==> src/rtl/josh_game_sequencer.sv <==
`default_nettype none
// ============================================================================
// Module   : josh_game_sequencer
// Purpose  : Top-level game sequencer. Runs the menu / start-on-release flow,
//            then paces one physics step and one redraw per frame tick, and
//            holds a game-over screen for OVER_FRAMES ticks before returning
//            to the menu.
// Ports    : clk, resetn (async, active-low)
//            go        - start key level
//            grav_sw   - gravity switch level, sampled on the frame tick
//            endgame   - collision result, valid with step_done
//            step_done - physics step finished
//            draw_done - redraw finished
//            startgame - game in progress (INIT/WAIT_TICK/STEP/DRAW)
//            clear_req - one-cycle datapath reinitialise pulse
//            step_req  - physics step request level
//            draw_req  - redraw request level
//            grav      - gravity latched for the current frame
//            score     - completed frames in this game (saturating at 255)
//            overrun   - sticky, a frame tick arrived while still busy
//            state_dbg - current state code
// Config   : JOSH_SEQ_SCORE_EN - when defined, the score register is built;
//            otherwise score is tied to zero.
// Revision : 1.0 - initial release
// ============================================================================
module josh_game_sequencer #(
  parameter int FRAME_DIV   = 833333,
  parameter int OVER_FRAMES = 120
) (
  input  logic       clk,
  input  logic       resetn,
  input  logic       go,
  input  logic       grav_sw,
  input  logic       endgame,
  input  logic       step_done,
  input  logic       draw_done,
  output logic       startgame,
  output logic       clear_req,
  output logic       step_req,
  output logic       draw_req,
  output logic       grav,
  output logic [7:0] score,
  output logic       overrun,
  output logic [2:0] state_dbg
);

  localparam int                 c_cnt_w      = $clog2(FRAME_DIV);
  localparam logic [c_cnt_w-1:0] c_frame_last = c_cnt_w'(FRAME_DIV - 1);
  localparam logic [7:0]         c_over_last  = 8'(OVER_FRAMES - 1);

  typedef enum logic [2:0] {
    S_MENU      = 3'd0,
    S_MENU_WAIT = 3'd1,
    S_INIT      = 3'd2,
    S_WAIT_TICK = 3'd3,
    S_STEP      = 3'd4,
    S_DRAW      = 3'd5,
    S_OVER      = 3'd6
  } state_t;

  state_t             r_state;
  state_t             w_next;
  logic [c_cnt_w-1:0] r_frame_cnt;
  logic [7:0]         r_over_cnt;
  logic               w_tick;
  logic               w_busy;
  logic               r_startgame;
  logic               r_clear_req;
  logic               r_step_req;
  logic               r_draw_req;
  logic               r_grav;
  logic               r_overrun;

  // Free-running frame divider; independent of the game state.
  assign w_tick = (r_frame_cnt == c_frame_last);

  always_ff @(posedge clk or negedge resetn) begin
    if (!resetn) begin
      r_frame_cnt <= '0;
    end else if (w_tick) begin
      r_frame_cnt <= '0;
    end else begin
      r_frame_cnt <= r_frame_cnt + c_cnt_w'(1);
    end
  end

  assign w_busy = (r_state == S_STEP) || (r_state == S_DRAW);

  always_comb begin
    w_next = r_state;
    case (r_state)
      S_MENU:      if (go) w_next = S_MENU_WAIT;
      S_MENU_WAIT: if (!go) w_next = S_INIT;
      S_INIT:      w_next = S_WAIT_TICK;
      S_WAIT_TICK: if (w_tick) w_next = S_STEP;
      S_STEP:      if (step_done) w_next = endgame ? S_OVER : S_DRAW;
      S_DRAW:      if (draw_done) w_next = S_WAIT_TICK;
      S_OVER:      if (w_tick && (r_over_cnt == c_over_last)) w_next = S_MENU;
      default:     w_next = S_MENU;
    endcase
  end

  // Request outputs are registered from the next state so they line up
  // exactly with the state register and never see an input combinationally.
  always_ff @(posedge clk or negedge resetn) begin
    if (!resetn) begin
      r_state     <= S_MENU;
      r_over_cnt  <= 8'd0;
      r_startgame <= 1'b0;
      r_clear_req <= 1'b0;
      r_step_req  <= 1'b0;
      r_draw_req  <= 1'b0;
      r_grav      <= 1'b0;
      r_overrun   <= 1'b0;
    end else begin
      r_state     <= w_next;
      r_clear_req <= (w_next == S_INIT);
      r_step_req  <= (w_next == S_STEP);
      r_draw_req  <= (w_next == S_DRAW);
      r_startgame <= (w_next inside {S_INIT, S_WAIT_TICK, S_STEP, S_DRAW});

      if ((r_state == S_WAIT_TICK) && w_tick) begin
        r_grav <= grav_sw;
      end

      // A tick while busy is lost; remember that it happened.
      if (w_next == S_INIT) begin
        r_overrun <= 1'b0;
      end else if (w_busy && w_tick) begin
        r_overrun <= 1'b1;
      end

      if (r_state != S_OVER) begin
        r_over_cnt <= 8'd0;
      end else if (w_tick) begin
        r_over_cnt <= r_over_cnt + 8'd1;
      end
    end
  end

`ifdef JOSH_SEQ_SCORE_EN
  logic [7:0] r_score;

  always_ff @(posedge clk or negedge resetn) begin
    if (!resetn) begin
      r_score <= 8'd0;
    end else if (w_next == S_INIT) begin
      r_score <= 8'd0;
    end else if ((r_state == S_DRAW) && draw_done && (r_score != 8'hFF)) begin
      r_score <= r_score + 8'd1;
    end
  end

  assign score = r_score;
`else
  assign score = 8'd0;
`endif

  assign startgame = r_startgame;
  assign clear_req = r_clear_req;
  assign step_req  = r_step_req;
  assign draw_req  = r_draw_req;
  assign grav      = r_grav;
  assign overrun   = r_overrun;
  assign state_dbg = r_state;

endmodule
`default_nettype wire

==> config.mk <==
export PLATFORM = sky130hd
export DESIGN_NAME = josh_game_sequencer
export DESIGN_NICKNAME = d
export VERILOG_FILES = /design/src/rtl/josh_game_sequencer.sv
export SDC_FILE = /design/constraint.sdc
export NUM_CORES = 1
export LEC_CHECK = 0
export ABC_CLOCK_PERIOD_IN_PS = 3200
export CAP_MARGIN = 20
export CORE_MARGIN = 2
export CORE_UTILIZATION = 50
export CTS_BUF_LIST = sky130_fd_sc_hd__clkbuf_8
export CTS_CLUSTER_SIZE = 16
export DETAILED_ROUTE_END_ITERATION = 12
export GPL_TIMING_DRIVEN = 0
export PLACE_DENSITY_LB_ADDON = 0.25
export SYNTH_ARGS = -nofsm -noshare
export SYNTH_HDL_FRONTEND = slang
export SYNTH_SLANG_ARGS = --single-unit
==> constraint.sdc <==
create_clock -name clk -period 3.2 [get_ports clk]
set_input_delay 0.64 -clock clk [delete_from_list [all_inputs] [get_ports clk]]
set_output_delay 0.64 -clock clk [all_outputs]
set_load 0.1 [all_outputs]
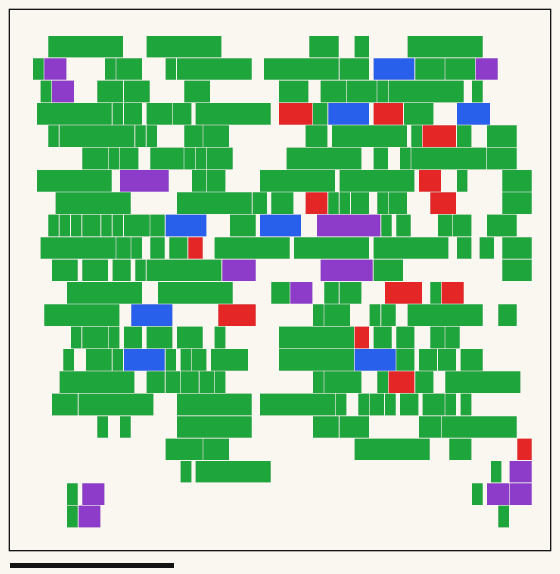
(cell sizes after repair)
Scale bar: 20 um.
Red is x2, cells 13, share 6.0%. Blue is x6 and larger, cells 8, share 3.7%. Green is x1 and smaller, cells 182, share 84%. Purple is x3 and x4, cells 13, share 6.0%.
Layout area overhead: 17.5%
nonclk buf count: 27

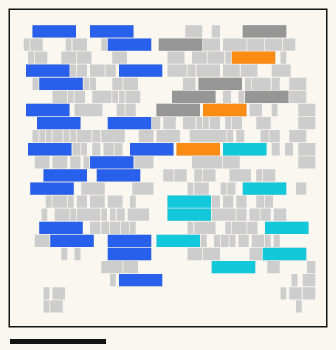
(register map, names as in the netlist)
Scale bar: 20 um.
Blue is r_frame_cnt, flops 20. Orange is state_dbg, flops 3. Cyan is r_over_cnt, flops 8.
Another 6 sequential cells are not coloured.
Flop+latch power: 483 uW
register fraction of the total cell area: 41.5%
final core utilization: 61.0%
Register Area: 926 um2

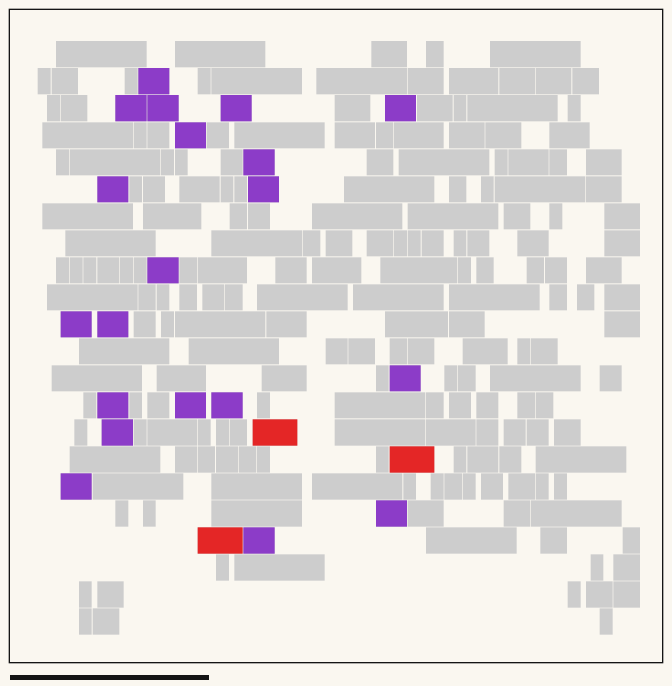
(gate-type map)
Scale bar: 20 um.
Red is fa/ha/maj cells, cells 3, most used ha_1. Purple is xor and xnor cells, cells 20, most used xor2_1.
combinational share of cell area: 40.2%
most used logic cell in the final layout: dfrtp_1
non-filler instance count after layout: 264

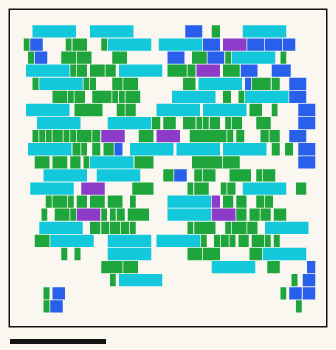
(placement by cell class)
Scale bar: 20 um.
Blue is remaining buffers and delay cells, cells 27, share of their area 11%. Green is remaining logic cells, cells 144, share of their area 42%. Purple is clock drivers and dummy loads, cells 8, share of their area 4.7%. Cyan is registers, cells 37, share of their area 43%.
FP Rows: 22
core region area: 3660 um2
fin area: 2230 um2

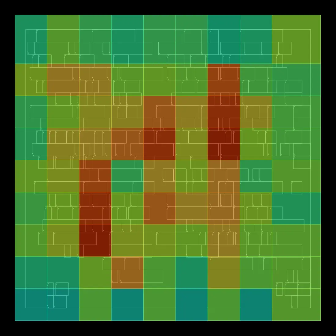
(congestion heat map)
grt met1 use: 23.0%
met3 Use GR: 5.65%
routed len/inst: 13.8 um
busiest grt layer: met2

==> metrics.csv <==
stage,metric,value,unit
clock_tree,htreeDepth,2,
setup_path,worst-path-stages,1,
clock_tree,cts_repair_resize_count,0,
cells_and_area,dominant_cells,registers,
place,port-buffer-count,15,
synthesis,synth_flops,37,
drt,firstDrtPassIters,4,
cells_and_area,drive_above_1_share,15.7,%
synthesis,muxShareOfSynthArea,1.65,%
final_timing,hold_ws,440,ps
final_timing,setup_viol,0,
synthesis,yosysWarnings,0,
cells_and_area,logic_gate_count,140,
clock_tree,cts_setup_buffers,0,
drt,drt-total-wl,3.64,mm
grt,grt_max_degree,38,
floorplan,dieArea,4310,um2
grt,grt_pass1_wl,6.30,mm
synthesis,area_leaders,"dfrtp_1, xor2_1, nor2_1",
setup_path,path_cells,clkdlybuf4s50_1,
setup_path,worst-path-buf-inv,1,
power,combPwrFrac,18.0,%
clock_tree,clk_pin_slew,70,ps
grt,grt_pass1_vias,1416,
status,status,finished clean,
floorplan,ios,24,
synthesis,synth_cells,186,
floorplan,die_w,65.7,um
power,ir_drop,0.000271,V
grt,use_met2,31.9,%
power,power_density,457,nW/um2
cells_and_area,n_all_inverters,4,
synthesis,ys_cells,186,
place,pre_cts_slack,871,ps
drt,via_per_inst,5.38,
setup_path,worstSetupEndpointType,output pin,
setup_path,worst-endpoint-required,2560,ps
clock_tree,clockBufferDepth,2,
place,dpl_cell_area,2130,um2
cells_and_area,nClkBuffers,7,
final_timing,fin_setup_tns,0,ps
synthesis,yosysTopAreaCell,dfrtp_1,
final_timing,rsz0062_at_grt,false,
cells_and_area,nets,225,
setup_path,criticalPathCategory,reg -> out,
grt,grt_use_total,19.1,%
final_timing,clock_skew,3.92,ps
synthesis,ys_sh_xor,9.22,%
setup_path,rr_endpoint,r_over_cnt[4]$_DFFE_PN0P_,
clock_tree,cts-root-buf,clkbuf_8,
setup_path,crit_family,buffers and inverters,
power,pg_comb,184,uW
setup_path,reg2reg_slack,1260,ps
synthesis,yosys.area.top_type_share,48.7,%
synthesis,common_cells,"dfrtp_1, nor2_1, nand2_1, xor2_1",
final_timing,tightest_slew,971,ps
synthesis,synthTopLogicFamily,simple AND/OR/NAND/NOR gates,
place,gp_congestion,0.825,
synthesis,edf_count,0,
cells_and_area,nonClkBufAreaFrac,10.4,%
place,hpwl,2.61,mm
floorplan,die_h,65.7,um
setup_path,slowest_stage,clkdlybuf4s50_1,
drt,vias,1419,
cells_and_area,n_antenna_cell,0,
power,top_power_group,sequential cells,
setup_path,cp_data_arrival_time,1990,ps
clock_tree,hold_buffers,0,
cells_and_area,nFillCells,305,
job,tool_warnings,27,
power,power.switching,310,uW
power,cellInternalPower,712,uW
final_timing,post-route-period-util,82.3,%
power,power_frac_clock,34.7,%
grt,antenna_found_initial,0,
drt,route.met2.wl,1.89,mm
synthesis,adder_share,1.97,%
synthesis,synth_seq_share,48.7,%
drt,drt-met1-wl,1.54,mm
No activity file was given, so power comes from the tool's default toggle rates.
